`config.mk`:
```
export PLATFORM = sky130hd
export DESIGN_NAME = multicycle_main_control
export DESIGN_NICKNAME = d
export VERILOG_FILES = /design/src/rtl/mips_pkg.sv /design/src/rtl/mc_control_decode.sv /design/src/rtl/multicycle_main_control.sv
export SDC_FILE = /design/constraint.sdc
export NUM_CORES = 1
export LEC_CHECK = 0
export CORE_UTILIZATION = 43
export CTS_CLUSTER_DIAMETER = 80
export CTS_CLUSTER_SIZE = 10
export DETAILED_ROUTE_END_ITERATION = 8
export GPL_ROUTABILITY_DRIVEN = 0
export HOLD_SLACK_MARGIN = 0.08
export PLACE_DENSITY = 0.81
export SKIP_CTS_REPAIR_TIMING = 1
export SYNTH_ARGS = -nofsm -noshare
export SYNTH_HDL_FRONTEND = slang
export SYNTH_SLANG_ARGS = --single-unit
```
`constraint.sdc`:
```
create_clock -name clk -period 3.5 [get_ports clk]
set_input_delay 0.7 -clock clk [delete_from_list [all_inputs] [get_ports clk]]
set_output_delay 0.7 -clock clk [all_outputs]
set_load 0.03 [all_outputs]
```
`src/rtl/mips_pkg.sv`:
```
// ============================================================================
//  Module      : mips_pkg
//  Description : Shared opcodes, ALUOp codes, FSM states and mux selects for
//                the multicycle MIPS main control.
//  Revision    : 1.0  initial release
// ============================================================================
`default_nettype none

package mips_pkg;

    localparam int OPC_W = 6;
    localparam int AOP_W = 3;

    localparam logic [OPC_W-1:0] OP_RTYPE = 6'b000000;
    localparam logic [OPC_W-1:0] OP_ADDI  = 6'b001000;
    localparam logic [OPC_W-1:0] OP_ORI   = 6'b001101;
    localparam logic [OPC_W-1:0] OP_LUI   = 6'b001111;
    localparam logic [OPC_W-1:0] OP_ANDI  = 6'b001100;
    localparam logic [OPC_W-1:0] OP_BEQ   = 6'b000100;
    localparam logic [OPC_W-1:0] OP_LW    = 6'b100011;
    localparam logic [OPC_W-1:0] OP_SW    = 6'b101011;
    localparam logic [OPC_W-1:0] OP_J     = 6'b000010;

    // Encodings shared with the ALU control unit; keep both sides in step.
    localparam logic [AOP_W-1:0] ALUOP_ADD   = 3'b000;
    localparam logic [AOP_W-1:0] ALUOP_ORI   = 3'b001;
    localparam logic [AOP_W-1:0] ALUOP_LUI   = 3'b010;
    localparam logic [AOP_W-1:0] ALUOP_ANDI  = 3'b011;
    localparam logic [AOP_W-1:0] ALUOP_SUB   = 3'b100;
    localparam logic [AOP_W-1:0] ALUOP_LW    = 3'b101;
    localparam logic [AOP_W-1:0] ALUOP_SW    = 3'b110;
    localparam logic [AOP_W-1:0] ALUOP_RTYPE = 3'b111;

    localparam logic [1:0] SRCB_RT      = 2'b00;
    localparam logic [1:0] SRCB_FOUR    = 2'b01;
    localparam logic [1:0] SRCB_IMM     = 2'b10;
    localparam logic [1:0] SRCB_IMM_SH2 = 2'b11;

    localparam logic [1:0] PCSRC_ALU    = 2'b00;
    localparam logic [1:0] PCSRC_ALUOUT = 2'b01;
    localparam logic [1:0] PCSRC_JUMP   = 2'b10;

    typedef enum logic [3:0] {
        S_IDLE      = 4'd0,
        S_FETCH     = 4'd1,
        S_DECODE    = 4'd2,
        S_R_EXEC    = 4'd3,
        S_R_WB      = 4'd4,
        S_I_EXEC    = 4'd5,
        S_I_WB      = 4'd6,
        S_MEM_ADDR  = 4'd7,
        S_MEM_READ  = 4'd8,
        S_LW_WB     = 4'd9,
        S_MEM_WRITE = 4'd10,
        S_BRANCH    = 4'd11,
        S_JUMP      = 4'd12
    } state_e;

    typedef struct packed {
        logic             pc_en;
        logic             pc_write;
        logic             branch;
        logic             i_or_d;
        logic             mem_read;
        logic             mem_write;
        logic             ir_write;
        logic             reg_dst;
        logic             mem_to_reg;
        logic             reg_write;
        logic             alu_src_a;
        logic [1:0]       alu_src_b;
        logic [1:0]       pc_source;
        logic [AOP_W-1:0] alu_op;
        logic             instr_done;
        logic             illegal_op;
    } ctrl_t;

    function automatic logic is_legal_op(input logic [OPC_W-1:0] op);
        case (op)
            OP_RTYPE, OP_ADDI, OP_ORI, OP_LUI, OP_ANDI,
            OP_BEQ, OP_LW, OP_SW, OP_J: return 1'b1;
            default:                    return 1'b0;
        endcase
    endfunction

    function automatic logic [AOP_W-1:0] i_type_alu_op(input logic [OPC_W-1:0] op);
        case (op)
            OP_ORI:  return ALUOP_ORI;
            OP_LUI:  return ALUOP_LUI;
            OP_ANDI: return ALUOP_ANDI;
            default: return ALUOP_ADD;
        endcase
    endfunction

endpackage

`default_nettype wire

```
`src/rtl/mc_control_decode.sv`:
```
// ============================================================================
//  Module      : mc_control_decode
//  Description : Combinational map from FSM state and status inputs to the
//                multicycle datapath control word.
//  Revision    : 1.0  initial release
// ============================================================================
`default_nettype none

module mc_control_decode
    import mips_pkg::*;
(
    input  state_e           state,
    input  logic [OPC_W-1:0] opcode,
    input  logic             mem_ready,
    input  logic             zero,
    output ctrl_t            ctrl
);

    ctrl_t c;

    always_comb begin
        c = '0;
        case (state)
            S_FETCH: begin
                c.mem_read  = 1'b1;
                c.alu_src_b = SRCB_FOUR;
                c.alu_op    = ALUOP_ADD;
                c.pc_source = PCSRC_ALU;
                c.ir_write  = mem_ready;
                c.pc_write  = mem_ready;
            end
            S_DECODE: begin
                c.alu_src_b  = SRCB_IMM_SH2;
                c.alu_op     = ALUOP_ADD;
                c.illegal_op = ~is_legal_op(opcode);
            end
            S_R_EXEC: begin
                c.alu_src_a = 1'b1;
                c.alu_src_b = SRCB_RT;
                c.alu_op    = ALUOP_RTYPE;
            end
            S_R_WB: begin
                c.reg_dst    = 1'b1;
                c.reg_write  = 1'b1;
                c.instr_done = 1'b1;
            end
            S_I_EXEC: begin
                c.alu_src_a = 1'b1;
                c.alu_src_b = SRCB_IMM;
                c.alu_op    = i_type_alu_op(opcode);
            end
            S_I_WB: begin
                c.reg_write  = 1'b1;
                c.instr_done = 1'b1;
            end
            S_MEM_ADDR: begin
                c.alu_src_a = 1'b1;
                c.alu_src_b = SRCB_IMM;
                c.alu_op    = (opcode == OP_SW) ? ALUOP_SW : ALUOP_LW;
            end
            S_MEM_READ: begin
                c.i_or_d   = 1'b1;
                c.mem_read = 1'b1;
            end
            S_LW_WB: begin
                c.mem_to_reg = 1'b1;
                c.reg_write  = 1'b1;
                c.instr_done = 1'b1;
            end
            S_MEM_WRITE: begin
                c.i_or_d     = 1'b1;
                c.mem_write  = 1'b1;
                c.instr_done = mem_ready;
            end
            S_BRANCH: begin
                c.alu_src_a  = 1'b1;
                c.alu_src_b  = SRCB_RT;
                c.alu_op     = ALUOP_SUB;
                c.pc_source  = PCSRC_ALUOUT;
                c.branch     = 1'b1;
                c.instr_done = 1'b1;
            end
            S_JUMP: begin
                c.pc_source  = PCSRC_JUMP;
                c.pc_write   = 1'b1;
                c.instr_done = 1'b1;
            end
            default: c = '0;
        endcase
        c.pc_en = c.pc_write | (c.branch & zero);
    end

    assign ctrl = c;

endmodule

`default_nettype wire

```
`src/rtl/multicycle_main_control.sv`:
```
// ============================================================================
//  Module      : multicycle_main_control
//  Description : Main control FSM for the multicycle MIPS datapath.
//  Revision    : 1.0  initial release
// ============================================================================
`default_nettype none

module multicycle_main_control
    import mips_pkg::*;
#(
    parameter int OPCODE_W = 6,
    parameter int ALUOP_W  = 3
) (
    input  logic                clk,
    input  logic                reset,
    input  logic [OPCODE_W-1:0] opcode,
    input  logic                mem_ready,
    input  logic                zero,
    output logic                pc_en,
    output logic                pc_write,
    output logic                branch,
    output logic                i_or_d,
    output logic                mem_read,
    output logic                mem_write,
    output logic                ir_write,
    output logic                reg_dst,
    output logic                mem_to_reg,
    output logic                reg_write,
    output logic                alu_src_a,
    output logic [1:0]          alu_src_b,
    output logic [1:0]          pc_source,
    output logic [ALUOP_W-1:0]  alu_op,
    output logic                instr_done,
    output logic                illegal_op
);

    state_e state_q;
    state_e state_d;
    ctrl_t  ctrl;

    always_ff @(posedge clk or posedge reset) begin
        if (reset) begin
            state_q <= S_IDLE;
        end else begin
            state_q <= state_d;
        end
    end

    always_comb begin
        state_d = S_FETCH;
        case (state_q)
            S_IDLE:      state_d = S_FETCH;
            S_FETCH:     state_d = mem_ready ? S_DECODE : S_FETCH;
            S_DECODE: begin
                case (opcode)
                    OP_RTYPE:                        state_d = S_R_EXEC;
                    OP_ADDI, OP_ORI, OP_LUI, OP_ANDI: state_d = S_I_EXEC;
                    OP_LW, OP_SW:                    state_d = S_MEM_ADDR;
                    OP_BEQ:                          state_d = S_BRANCH;
                    OP_J:                            state_d = S_JUMP;
                    default:                         state_d = S_FETCH;
                endcase
            end
            S_R_EXEC:    state_d = S_R_WB;
            S_I_EXEC:    state_d = S_I_WB;
            S_MEM_ADDR:  state_d = (opcode == OP_SW) ? S_MEM_WRITE : S_MEM_READ;
            S_MEM_READ:  state_d = mem_ready ? S_LW_WB : S_MEM_READ;
            S_MEM_WRITE: state_d = mem_ready ? S_FETCH : S_MEM_WRITE;
            // Writeback, branch, jump and unreachable encodings all restart fetch.
            default:     state_d = S_FETCH;
        endcase
    end

    mc_control_decode u_decode (
        .state     (state_q),
        .opcode    (opcode),
        .mem_ready (mem_ready),
        .zero      (zero),
        .ctrl      (ctrl)
    );

    always_comb begin
        pc_en      = ctrl.pc_en;
        pc_write   = ctrl.pc_write;
        branch     = ctrl.branch;
        i_or_d     = ctrl.i_or_d;
        mem_read   = ctrl.mem_read;
        mem_write  = ctrl.mem_write;
        ir_write   = ctrl.ir_write;
        reg_dst    = ctrl.reg_dst;
        mem_to_reg = ctrl.mem_to_reg;
        reg_write  = ctrl.reg_write;
        alu_src_a  = ctrl.alu_src_a;
        alu_src_b  = ctrl.alu_src_b;
        pc_source  = ctrl.pc_source;
        alu_op     = ctrl.alu_op;
        instr_done = ctrl.instr_done;
        illegal_op = ctrl.illegal_op;
    end

endmodule

`default_nettype wire

```
Fig. 1: run 1, routed clock nets over the placement
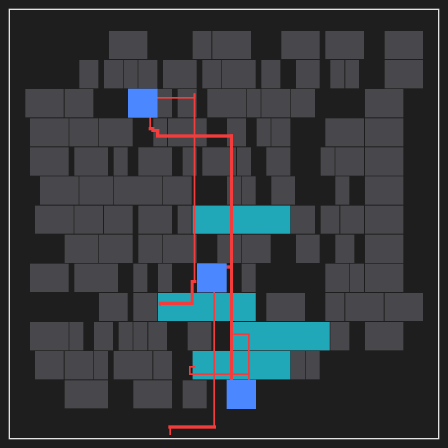
[red] clock wires | length: 98.4 um
[cyan] flip-flops | count: 4
[blue] clock drivers | count: 3
flops lie	south

Fig. 2: run 1, routed metal per tile
The die is cut into 8 by 8 equal tiles; dark blue is low, red is high, scaled to the fullest tile. Values are wire area over tile area, all layers added.
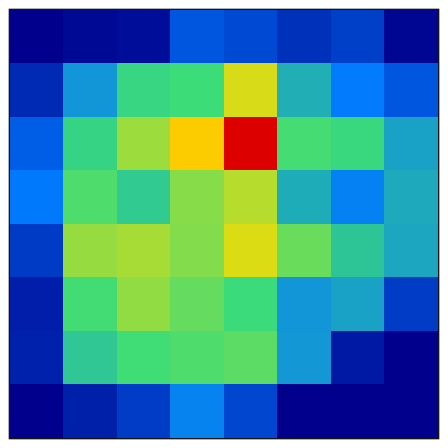
tiles over half the peak	30%
mean over tiles	0.17
densest ninth of the die	center
emptiest ninth of the die	south-east

Fig. 3: run 1, the metal 3 layer
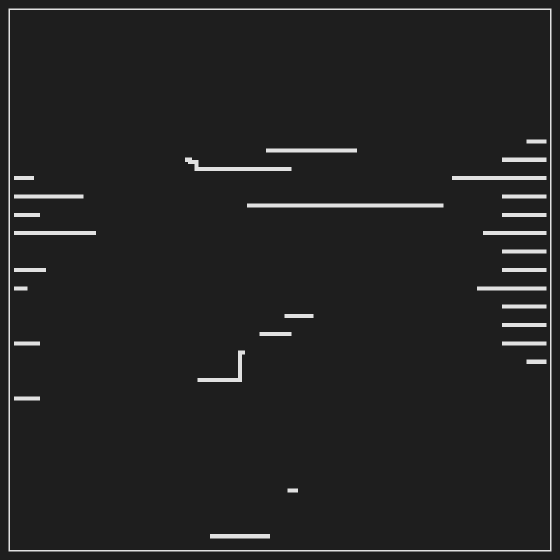
share of all routed wire	6.2%
longest straight run	14.3 um
main direction	horizontal

run 1: routing by layer:
layer	up-vias	track usage (%)
met5	-	0
met3	3	5.00
met4	0	15.5
met1	336	26.0
met2	35	40.7
li1	374	-
run 1: cell families after synthesis:
family | after synthesis | share of synthesized area, %
AND-OR/OR-AND | 26 | 28.2
flip-flops | 4 | 16.1
buffers and inverters | 11 | 13.3
AND/OR/NAND/NOR | 43 | 36.3
XOR/XNOR | 3 | 4.23
multiplexers | 1 | 1.81
run 1: where the power goes:
group	switching, mW	internal, mW
clock network	0.0238	0.0387
logic	0.286	0.217
registers	0.0640	0.0631
total	0.373	0.319
run 1: worst max-delay path, stage by stage:
cell             delay [ns]
clkdlybuf4s50_1        0.56
nand4b_1               0.16
nor3b_1                0.30
nand2_1                0.13
o221ai_1               0.09
clkdlybuf4s50_1        0.69
==> job_summary.md, run 1 <==
### Flow metrics

| Metric | Value |
|---|---|
| Result of the run | completed |
| Number of tapcells | 15 |
| Endpoints failing setup | 0 |
| Post-layout min period | 3.33 ns |
| Deepest clock path buffer count | 2 |
| X dimension of the die | 40.0 um |
| Clock tree root buffer cell | clkbuf_4 |
| Worst hold slack | 0.637 ns |
| Initial Util | 47.1% |
| Slew margin rel. | 69.9% |
| GRT Total Usage | 23.7% |
| Average vias per placed instance | 5.75 |
| Signal arrival time at the worst endpoint | 2.63 ns |
| Placed cells | 127 |
| First-pass iteration count of the detailed router | 4 |
| Most common cell in the netlist | nor2_1 |
| Inverter tally of the final layout excluding the clock network | 3 |
| Clock transition at the register clock pins on the worst setup and hold paths after CTS | 0.04 ns |
| Post-DRT Antenna Nets | 0 |
| Required time at the endpoint of the critical path | approximately 2.8 ns |
| Global-route wire length before repair | 2420 um |
| Most common logic cells in the final layout | clkdlybuf4s50_1, nor2_1, nand2_1, o21ai_0, a21oi_1 |
| Setup repair after global routing missed its margin | no |
| Count of input and output buffers | 29 |
| Destination of the worst register-to-register timing path | state_q[2] |
| DR top layer | met4 |
| FF+latch count, synth | 4 |
| Total Nets Final | 127 |
| Share of the final layout cell area in sequential cells | 11.1% |
| Met3 wirelength from detailed routing | approximately 100 um |
| Clock latency at the later pin of the worst-skew pair | 0.25 ns |
| Seq_cells | 4 |
| Final HPWL DP | between 1000 and 1500 um |
| Kind of critical path | in2out |
| Distinct cell type count of the synthesized netlist | 39 |
| Initial drt markers | 10 |
| Final design utilization | between 60% and 70% |
| Final non-filler cell total | around 130 |
| Vertical die size | 40.0 um |
| Area occupied by multi-input gates | 438 um^2 |
| Ratio of cells with drive above 1 in the final layout | 13.0% |
| Final number of max-transition violations | 0 |
| Number of I/O pins | 30 |
| Post-route cell area | roughly 900 um^2 |
| H-tree depth | 1 |
| Post-synthesis cell count | between 80 and 90 |
| Number of vias in the routed layout | ~750 |
| Buffers, non-clock | 32 |
| Slew at the pin closest to its max-slew limit | between 0.4 and 0.5 ns |
| Cell area power density | between 700 and 800 mW/mm^2 |
| Area taken by flip-flops and latches | 100 um^2 |
| Dominant cell area share | roughly 16% |
| Post-synth tally of flip-flops with integrated enable | 0 |
| CP Launch Point | opcode[5] |
| Cell area after placement | 878 um^2 |
| Setup slack on the worst flop-to-flop path | 2.01 ns |
| Largest net degree at the start of global routing | 17 |
| Portion of the clock cycle consumed by the worst path in the final layout | between 90 and 100% |
| Largest area class, layout | combinational gates |
| F_max | around 300 MHz |
| Largest fanout on the critical path | 6 |
| Total wire length | ~1700 um |
| Number of clock sinks | 4 |
| Number of flip-flops under the largest register name | 4 |
| Clock buffer count from CTS | 3 |
| Cell depth of the worst flop-to-flop path | 2 |
| PnR Total Power | 0.692 mW |
| Synthesis Warnings | 0 |
| Non-clock buffer share | 34.4% |
| Chip area | 0.00160 mm^2 |
| Area growth syn-to-layout | 45.2% |
| Synth area leader | dfrtp_1 |
| Yosys chip area | 621 um^2 |
| Remaining Overflow, GRT | 0 |
| Endpoint kind of the worst setup timing path | output pin |
| Cell area after synthesis | about 620 um^2 |
| Wirelength per Cell | 13.0 um |
| Final-report hold violation count | 0 |
| Register share after synthesis | 16.1% |
| Tool warnings | 26 |
| Critical register-to-register path startpoint | state_q[3] |
| Initial antenna violation count | 0 |
| Syn_nets | 98 |
| Register with the most flip-flops | state_q |
| Top flip-flop cell by instance count after synthesis | dfrtp_1 |
| Met2 routed wirelength | a little over 800 um |
| Vias in the first global route | around 560 |
| Combinational fraction of the cell area | 48.6% |
| Routed length on met1 | 739 um |
Fig. 4: run 1, cell placement
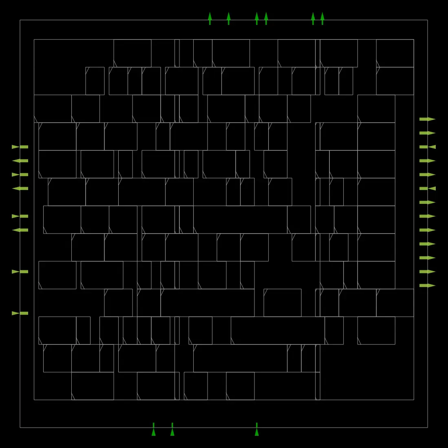

==> run 1 -> run 2 <==
--- a/config.mk
+++ b/config.mk
@@ -5,13 +5,13 @@
 export SDC_FILE = /design/constraint.sdc
 export NUM_CORES = 1
 export LEC_CHECK = 0
-export CORE_UTILIZATION = 43
+export CORE_UTILIZATION = 33
 export CTS_CLUSTER_DIAMETER = 80
 export CTS_CLUSTER_SIZE = 10
 export DETAILED_ROUTE_END_ITERATION = 8
 export GPL_ROUTABILITY_DRIVEN = 0
 export HOLD_SLACK_MARGIN = 0.08
-export PLACE_DENSITY = 0.81
+export PLACE_DENSITY = 0.64
 export SKIP_CTS_REPAIR_TIMING = 1
 export SYNTH_ARGS = -nofsm -noshare
 export SYNTH_HDL_FRONTEND = slang
Fig. 5: run 2, cell placement
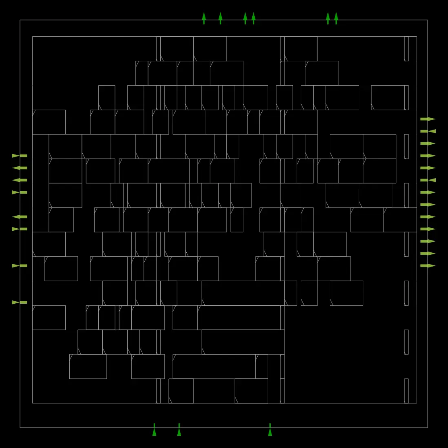
seq_cells: 4
final design utilization: 52.3%

Fig. 6: run 2, drive-strength map
Scale bar: 10 um.
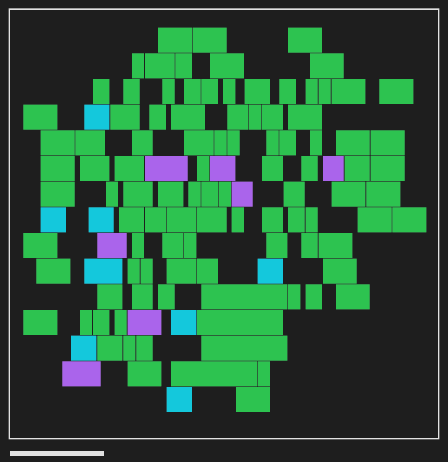
color	size	cells	share	most used
cyan	_3 and _4 cells	8	7.0%	buf_4
purple	_2 cells	7	6.1%	or2_2
green	_0 and _1 cells	100	87%	clkdlybuf4s50_1

Fig. 7: run 2, routed metal per tile
The die is cut into 9 by 9 equal tiles; dark blue is low, red is high, scaled to the fullest tile. Values are wire area over tile area, all layers added.
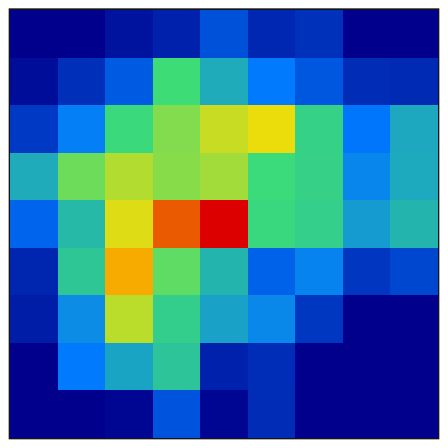
densest ninth of the die	center
mean over tiles	0.13
tiles over half the peak	17%
fullest tile	0.46
emptiest ninth of the die	south-east

==> job_summary.md, run 2 <==
### Flow metrics

| Metric | Value |
|---|---|
| Result of the run | completed |
| Simple-Gate Fraction of Synth Area | 36.3% (unchanged) |
| Top non-seq family | simple AND/OR/NAND/NOR gates |
| Post-DRT Antenna Nets | 0 (unchanged) |
| Critical Path Stages | 6 (unchanged) |
| Most common cell in the netlist | nor2_1 |
| Critical-path cell with the highest stage delay | clkdlybuf4s50_1 |
| Number of clock sinks | 4 (unchanged) |
| Complex Gates by Area | 28.2% (unchanged) |
| Post-place setup slack | 0.117 ns |
| Critical register-to-register path startpoint | state_q[0] |
| Post-synth tally of flip-flops with integrated enable | 0 (unchanged) |
| Post-layout min period | 3.36 ns (+0.0334 ns) |
| Vias in the first global route | 630 (+13%) |
| Tool warnings | 26 (unchanged) |
| Total wire length | 1630 um (-3.8%) |
| Slew at the pin closest to its max-slew limit | 0.493 ns (+0.0407 ns) |
| Area share of fa/ha/maj cells after synthesis | 0% (unchanged) |
| Met2 routed wirelength | 763 um (-7.6%) |
| Number of flip-flops under the largest register name | 4 (unchanged) |
| Setup slack on the worst flop-to-flop path | 1.99 ns (-0.02 ns) |
| Share of the final layout cell area in sequential cells | 11.0% (-0.15 points) |
| Yosys xor share | 4.23% (unchanged) |
| Clock latency at the later pin of the worst-skew pair | 0.23 ns (-0.02 ns) |
| Cells traversed along the worst timing path | clkdlybuf4s50_1 > nand4b_1 > nor3b_1 > nand2_1 > o221ai_1 > clkdlybuf4s50_1 |
| Endpoint kind of the worst setup timing path | output pin |
| Worst hold slack | 0.646 ns (+0.00951 ns) |
| Clock buffer count from CTS | 3 (unchanged) |
| Ratio of cells with drive above 1 in the final layout | 13.0% (unchanged) |
| Vertical die size | 45.4 um (+13%) |
| Share of cell area taken by muxes after synthesis | 1.81% (unchanged) |
| Setup repair after global routing missed its margin | no |
| Largest stage delay, worst path | 0.70 ns (about the same) |
| FF+latch count, synth | 4 (unchanged) |
| Combinational fraction of the cell area | 47.9% (-0.67 points) |
| Final number of max-transition violations | 0 (unchanged) |
| Number of multi-input logic gates | 73 |
| GRT met3 Usage | 4.40% (-0.60 points) |
| Number of vias in the routed layout | 738 (-1.3%) |
| Clock transition at the register clock pins on the worst setup and hold paths after CTS | 0.04 ns (about the same) |
| Initial Util | 35.6% (-12 points) |
| Cell area after placement | 891 um^2 (+1.4%) |
| Destination of the worst register-to-register timing path | state_q[1] |
| F_max | 297 MHz (-0.99%) |
| Placed cells | 137 (+7.9%) |
| Distinct cell type count of the synthesized netlist | 39 (unchanged) |
| Synthesis Warnings | 0 (unchanged) |
| Signal arrival time at the worst endpoint | 2.66 ns (+0.03 ns) |
| Number of I/O pins | 30 (unchanged) |
| Endpoints failing setup | 0 (unchanged) |
| Sum of buffers and inverters on the critical path | 2 (unchanged) |
| # fillers | between 150 and 200 |
| Register share after synthesis | 16.1% (unchanged) |
| Dominant cell area share | 16.1% (unchanged) |
| PnR Total Power | 0.685 mW (-0.98%) |
| Inverter tally of the final layout excluding the clock network | 3 (unchanged) |
| Routed length on met1 | 740 um (+0.14%) |
| Largest net degree at the start of global routing | 17 (unchanged) |
| Routing usage on met1 | 22.6% (-3.4 points) |
| Global-route wire length before repair | 2760 um (+14%) |
| First-pass iteration count of the detailed router | 5 (+1) |
| Cell area after synthesis | 621 um^2 (unchanged) |
| Average vias per placed instance | 5.27 (-8.4%) |
| Remaining Overflow, GRT | 0 (unchanged) |
| Area growth syn-to-layout | 47.2% |
| Yosys chip area | 621 um^2 (unchanged) |
| Area occupied by multi-input gates | 438 um^2 (unchanged) |
| Final HPWL DP | 1240 um (+0.85%) |
| Kind of cell with the highest combined delay on the critical path | buffers and inverters |
| Synth area leader | dfrtp_1 |
| Post-synthesis cell count | 88 (unchanged) |
| Buffers, non-clock | 32 (unchanged) |
| Global-route layer with the greatest usage | met2 |
| GRT Total Usage | 18.4% (-5.3 points) |
| Most used cell, CP | clkdlybuf4s50_1 |
| Register with the most flip-flops | state_q |
| Number of max-cap violations | 0 |
| Post-route cell area | 913 um^2 (+1.4%) |
| Slew margin rel. | 66.3% (-3.6 points) |
| Clock tree root buffer cell | clkbuf_4 |
| Top cell types by occurrence after synthesis | nor2_1, nand2_1, o21ai_0, a21oi_1 |
| Total Nets Final | 127 (unchanged) |
| Top flip-flop cell by instance count after synthesis | dfrtp_1 |
| Non-clock buffer share | 34.0% (-0.47 points) |
| Area taken by flip-flops and latches | 100 um^2 (unchanged) |
| Cell area power density | 750 mW/mm^2 (-2.3%) |
| Largest fanout on the critical path | 6 (unchanged) |
| Final non-filler cell total | 140 (+7.7%) |
| Final-report hold violation count | 0 (unchanged) |
| Required time at the endpoint of the critical path | 2.80 ns (about the same) |
| H-tree depth | 1 (unchanged) |
| Met2 Resource Use GR | 31.3% (-9.4 points) |
| Wirelength per Cell | 11.6 um (-11%) |
| Classification of the worst-slack hold path | in2async |
| Largest area class, layout | combinational gates |
| Deepest clock path buffer count | 2 (unchanged) |
| Number of tapcells | 25 (+10) |
| Count of input and output buffers | 29 (unchanged) |
| Chip area | 0.00206 mm^2 (+29%) |
| Number of cells in Yosys stat | 88 |
| Kind of critical path | in2out |
| Cell depth of the worst flop-to-flop path | 3 (+1) |
| Initial antenna violation count | 0 (unchanged) |
| Portion of the clock cycle consumed by the worst path in the final layout | 96.1% (+0.96 points) |
| Initial drt markers | 20 (+10) |
| Most common logic cells in the final layout | clkdlybuf4s50_1, nor2_1, nand2_1, o21ai_0, a21oi_1 |
| Syn_nets | 98 (unchanged) |
| X dimension of the die | 45.4 um (+13%) |
| DR top layer | met3 |
| Met3 wirelength from detailed routing | 125 um (+20%) |
run 2: report_power, final:
group,leakage [nW],switching (mW),internal (mW)
sequential,0.0509,0.0652,0.0631
clock,0.0138,0.0174,0.0383
combinational,0.289,0.284,0.217
total,0.354,0.367,0.318
run 2: worst max-delay path by stage:
| stage | endpoint | slack [ns] | start |
|---|---|---|---|
| global route | alu_op[1] | 0.004 | opcode[5] |
| detailed placement | alu_op[1] | 0.12 | opcode[5] |
| finish | alu_op[1] | 0.14 | opcode[5] |
| CTS | alu_op[1] | 0.11 | opcode[5] |
| global placement | alu_op[1] | 0.21 | opcode[5] |
| floorplan | illegal_op | 0.03 | opcode[1] |
Fig. 8: run 2, routed clock nets over the placement
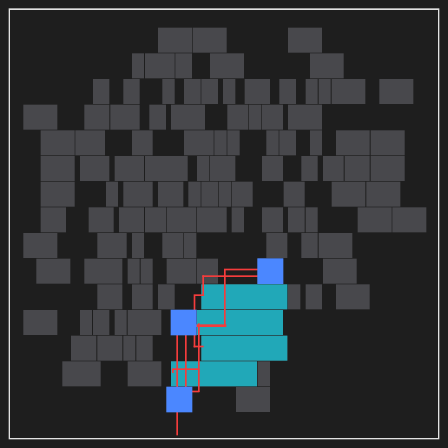

==> run 2 -> run 3 <==
--- a/config.mk
+++ b/config.mk
@@ -5,13 +5,13 @@
 export SDC_FILE = /design/constraint.sdc
 export NUM_CORES = 1
 export LEC_CHECK = 0
-export CORE_UTILIZATION = 33
+export CORE_UTILIZATION = 43
 export CTS_CLUSTER_DIAMETER = 80
 export CTS_CLUSTER_SIZE = 10
 export DETAILED_ROUTE_END_ITERATION = 8
 export GPL_ROUTABILITY_DRIVEN = 0
 export HOLD_SLACK_MARGIN = 0.08
-export PLACE_DENSITY = 0.64
+export PLACE_DENSITY = 0.81
 export SKIP_CTS_REPAIR_TIMING = 1
 export SYNTH_ARGS = -nofsm -noshare
 export SYNTH_HDL_FRONTEND = slang
==> constraint.sdc (replaced) <==
create_clock -name clk -period 3.5 [get_ports clk]
set_input_delay 0.7 -clock clk [delete_from_list [all_inputs] [get_ports clk]]
set_output_delay 0.7 -clock clk [all_outputs]
set_load 0.005 [all_outputs]
Fig. 9: run 3, routed clock nets over the placement
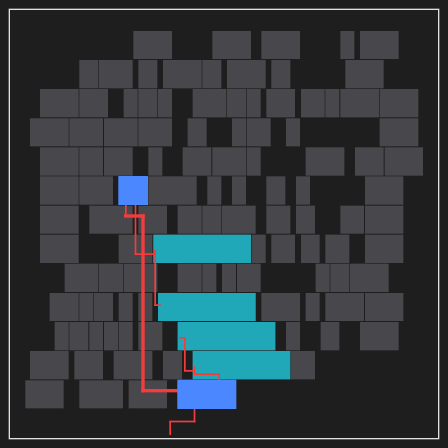
[blue] clock drivers | count: 3
[cyan] flip-flops | count: 4
[red] clock wires | length: 54.8 um
flops lie	south
routed clock nets	4

Fig. 10: run 3, drive-strength map
Scale bar: 10 um.
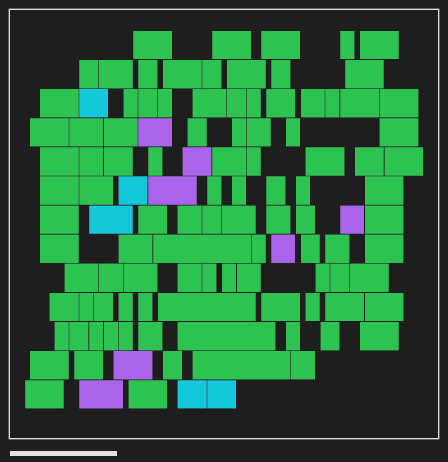
color	size	cells	share	most used
green	_0 and _1 cells	101	89%	clkdlybuf4s50_1
purple	_2 cells	7	6.2%	or2_2
cyan	_3 and _4 cells	5	4.4%	clkbuf_4

Fig. 11: run 3, cell placement
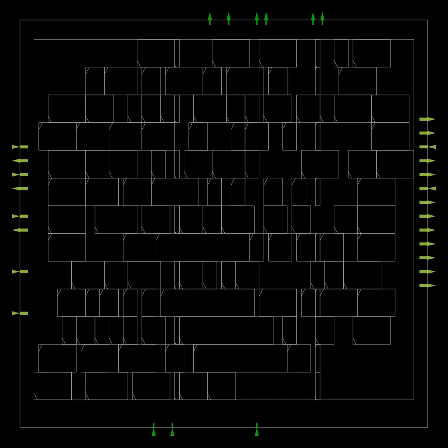
number of tapcells: 15
number of cell rows: 13
final non-filler cell total: 128

==> job_summary.md, run 3 <==
### Flow metrics

| Metric | Value |
|---|---|
| Combinational fraction of the cell area | 49.3% (+1.4 points) |
| Syn_nets | 98 (unchanged) |
| Clock transition at the register clock pins on the worst setup and hold paths after CTS | 0.04 ns (about the same) |
| Total wire length | 1650 um (+1.0%) |
| Seq_cells | 4 (unchanged) |
| Cell area after synthesis | 621 um^2 (unchanged) |
| Largest net degree at the start of global routing | 17 (unchanged) |
| Top flip-flop cell by instance count after synthesis | dfrtp_1 |
| Power share of the sequential group | 23.4% (+4.7 points) |
| F_max | 301 MHz (+1.1%) |
| Final HPWL DP | 1240 um (-0.36%) |
| Worst hold slack | 0.645 ns (-0.00143 ns) |
| Number of clock sinks | 4 (unchanged) |
| Share of power burned in combinational logic | 66.1% (-7.1 points) |
| Internal power | 0.316 mW (-0.64%) |
| Clock network power | 0.0569 mW (+2%) |
| Post-route cell area | 888 um^2 (-2.7%) |
| Final number of max-transition violations | 0 (unchanged) |
| Portion of the clock cycle consumed by the worst path in the final layout | 95.1% (-1.1 points) |
| Slew margin rel. | 70.5% (+4.1 points) |
| Clock tree root buffer cell | clkbuf_4 |
| Post-synthesis cell count | 88 (unchanged) |
| Sum of buffers and inverters on the critical path | 2 (unchanged) |
| Number of I/O pins | 30 (unchanged) |
| Routed length on met1 | 685 um (-7.4%) |
| Classification of the worst-slack hold path | in2async |
| Initial antenna violation count | 0 (unchanged) |
| DR top layer | met4 |
| PnR Total Power | 0.542 mW (-21%) |
| Number of flip-flops under the largest register name | 4 (unchanged) |
| Post-place setup slack | 0.188 ns (+0.0710 ns) |
| Wirelength per Cell | 12.9 um (+11%) |
| Number of vias in the routed layout | 723 (-2.0%) |
| Met2 Resource Use GR | 43.5% (+12 points) |
| Dominant cell area share | 16.1% (unchanged) |
| Final-report hold violation count | 0 (unchanged) |
| Setup repair after global routing missed its margin | no |
| Critical-path cell with the highest stage delay | clkdlybuf4s50_1 |
| # fillers | 129 (-28%) |
| Kind of cell with the highest combined delay on the critical path | buffers and inverters |
| Tool warnings | 26 (unchanged) |
| Share of the final layout cell area in sequential cells | 11.3% (+0.31 points) |
| Count of input and output buffers | 29 (unchanged) |
| Slew at the pin closest to its max-slew limit | 0.443 ns (-0.0495 ns) |
| Power dissipated in sequential cells | 0.127 mW (about the same) |
| Result of the run | completed |
| Post-DRT Antenna Nets | 0 (unchanged) |
| Vias in the first global route | 594 (-5.7%) |
| Most common logic cells in the final layout | clkdlybuf4s50_1, nor2_1, nand2_1, o21ai_0, a21oi_1 |
| Final design utilization | 67.4% (+15 points) |
| Clock buffer count from CTS | 3 (unchanged) |
| Register with the most flip-flops | state_q |
| Complex Gates by Area | 28.2% (unchanged) |
| Area growth syn-to-layout | 43.1% |
| Sw power | 0.225 mW (-39%) |
| Register share after synthesis | 16.1% (unchanged) |
| Inverter tally of the final layout excluding the clock network | 3 (unchanged) |
| GRT Total Usage | 24.1% (+5.7 points) |
| Area occupied by multi-input gates | 438 um^2 (unchanged) |
| Number of cells in Yosys stat | 88 (unchanged) |
| Clock network fraction of design power | 10.5% (+2.4 points) |
| Most used cell, CP | clkdlybuf4s50_1 |
| Cells traversed along the worst timing path | clkdlybuf4s50_1 > nor2b_1 > a22o_1 > a2111oi_0 > clkdlybuf4s50_1 |
| Buffers, non-clock | 30 (-6.3%) |
| FF+latch count, synth | 4 (unchanged) |
| Group with the largest share of power | combinational cells |
| Top non-seq family | simple AND/OR/NAND/NOR gates |
| Total Nets Final | 125 (-1.6%) |
| Most common cell in the netlist | nor2_1 |
| Non-clock buffer share | 33.5% (-0.45 points) |
| Cell area power density | 610 mW/mm^2 (-19%) |
| Required time at the endpoint of the critical path | 2.80 ns (about the same) |
| Kind of critical path | in2out |
| Post-synth tally of flip-flops with integrated enable | 0 (unchanged) |
| Post-layout min period | 3.33 ns (-0.0368 ns) |
| GRT met3 Usage | 1.67% (-2.7 points) |
| Top cell types by occurrence after synthesis | nor2_1, nand2_1, o21ai_0, a21oi_1 |
| Ratio of cells with drive above 1 in the final layout | 10.6% (-2.4 points) |
| Global-route layer with the greatest usage | met2 |
| Yosys chip area | 621 um^2 (unchanged) |
| Synth area leader | dfrtp_1 |
| First-pass iteration count of the detailed router | 4 (-1) |
| Routing usage on met1 | 29.9% (+7.4 points) |
| Endpoint kind of the worst setup timing path | output pin |
| Area taken by flip-flops and latches | 100 um^2 (unchanged) |
| Signal arrival time at the worst endpoint | 2.63 ns (-0.03 ns) |
==> run 3: cell counts after synthesis <==
No cell type changed its count.
==> run 3: kinds of logic after synthesis <==
logic type / after synthesis
XOR/XNOR: 3
AND/OR/NAND/NOR: 43
AND-OR/OR-AND: 26
multiplexers: 1
flip-flops: 4
buffers and inverters: 11
==> run 3: path summary, 6_finish.rpt <==
kind,startpoint,endpoint,slack (ns),depth (start not counted)
max in group asynchronous,reset,state_q[3],2.71,2
setup / recovery,opcode[2],illegal_op,0.17,5
min in group clk,state_q[1],state_q[0],0.73,1
setup reg to reg,state_q[3],state_q[2],1.97,2
hold reg to reg,state_q[1],state_q[0],0.73,1
hold / removal,reset,state_q[1],0.64,2
Power and IR drop assume default switching activity.
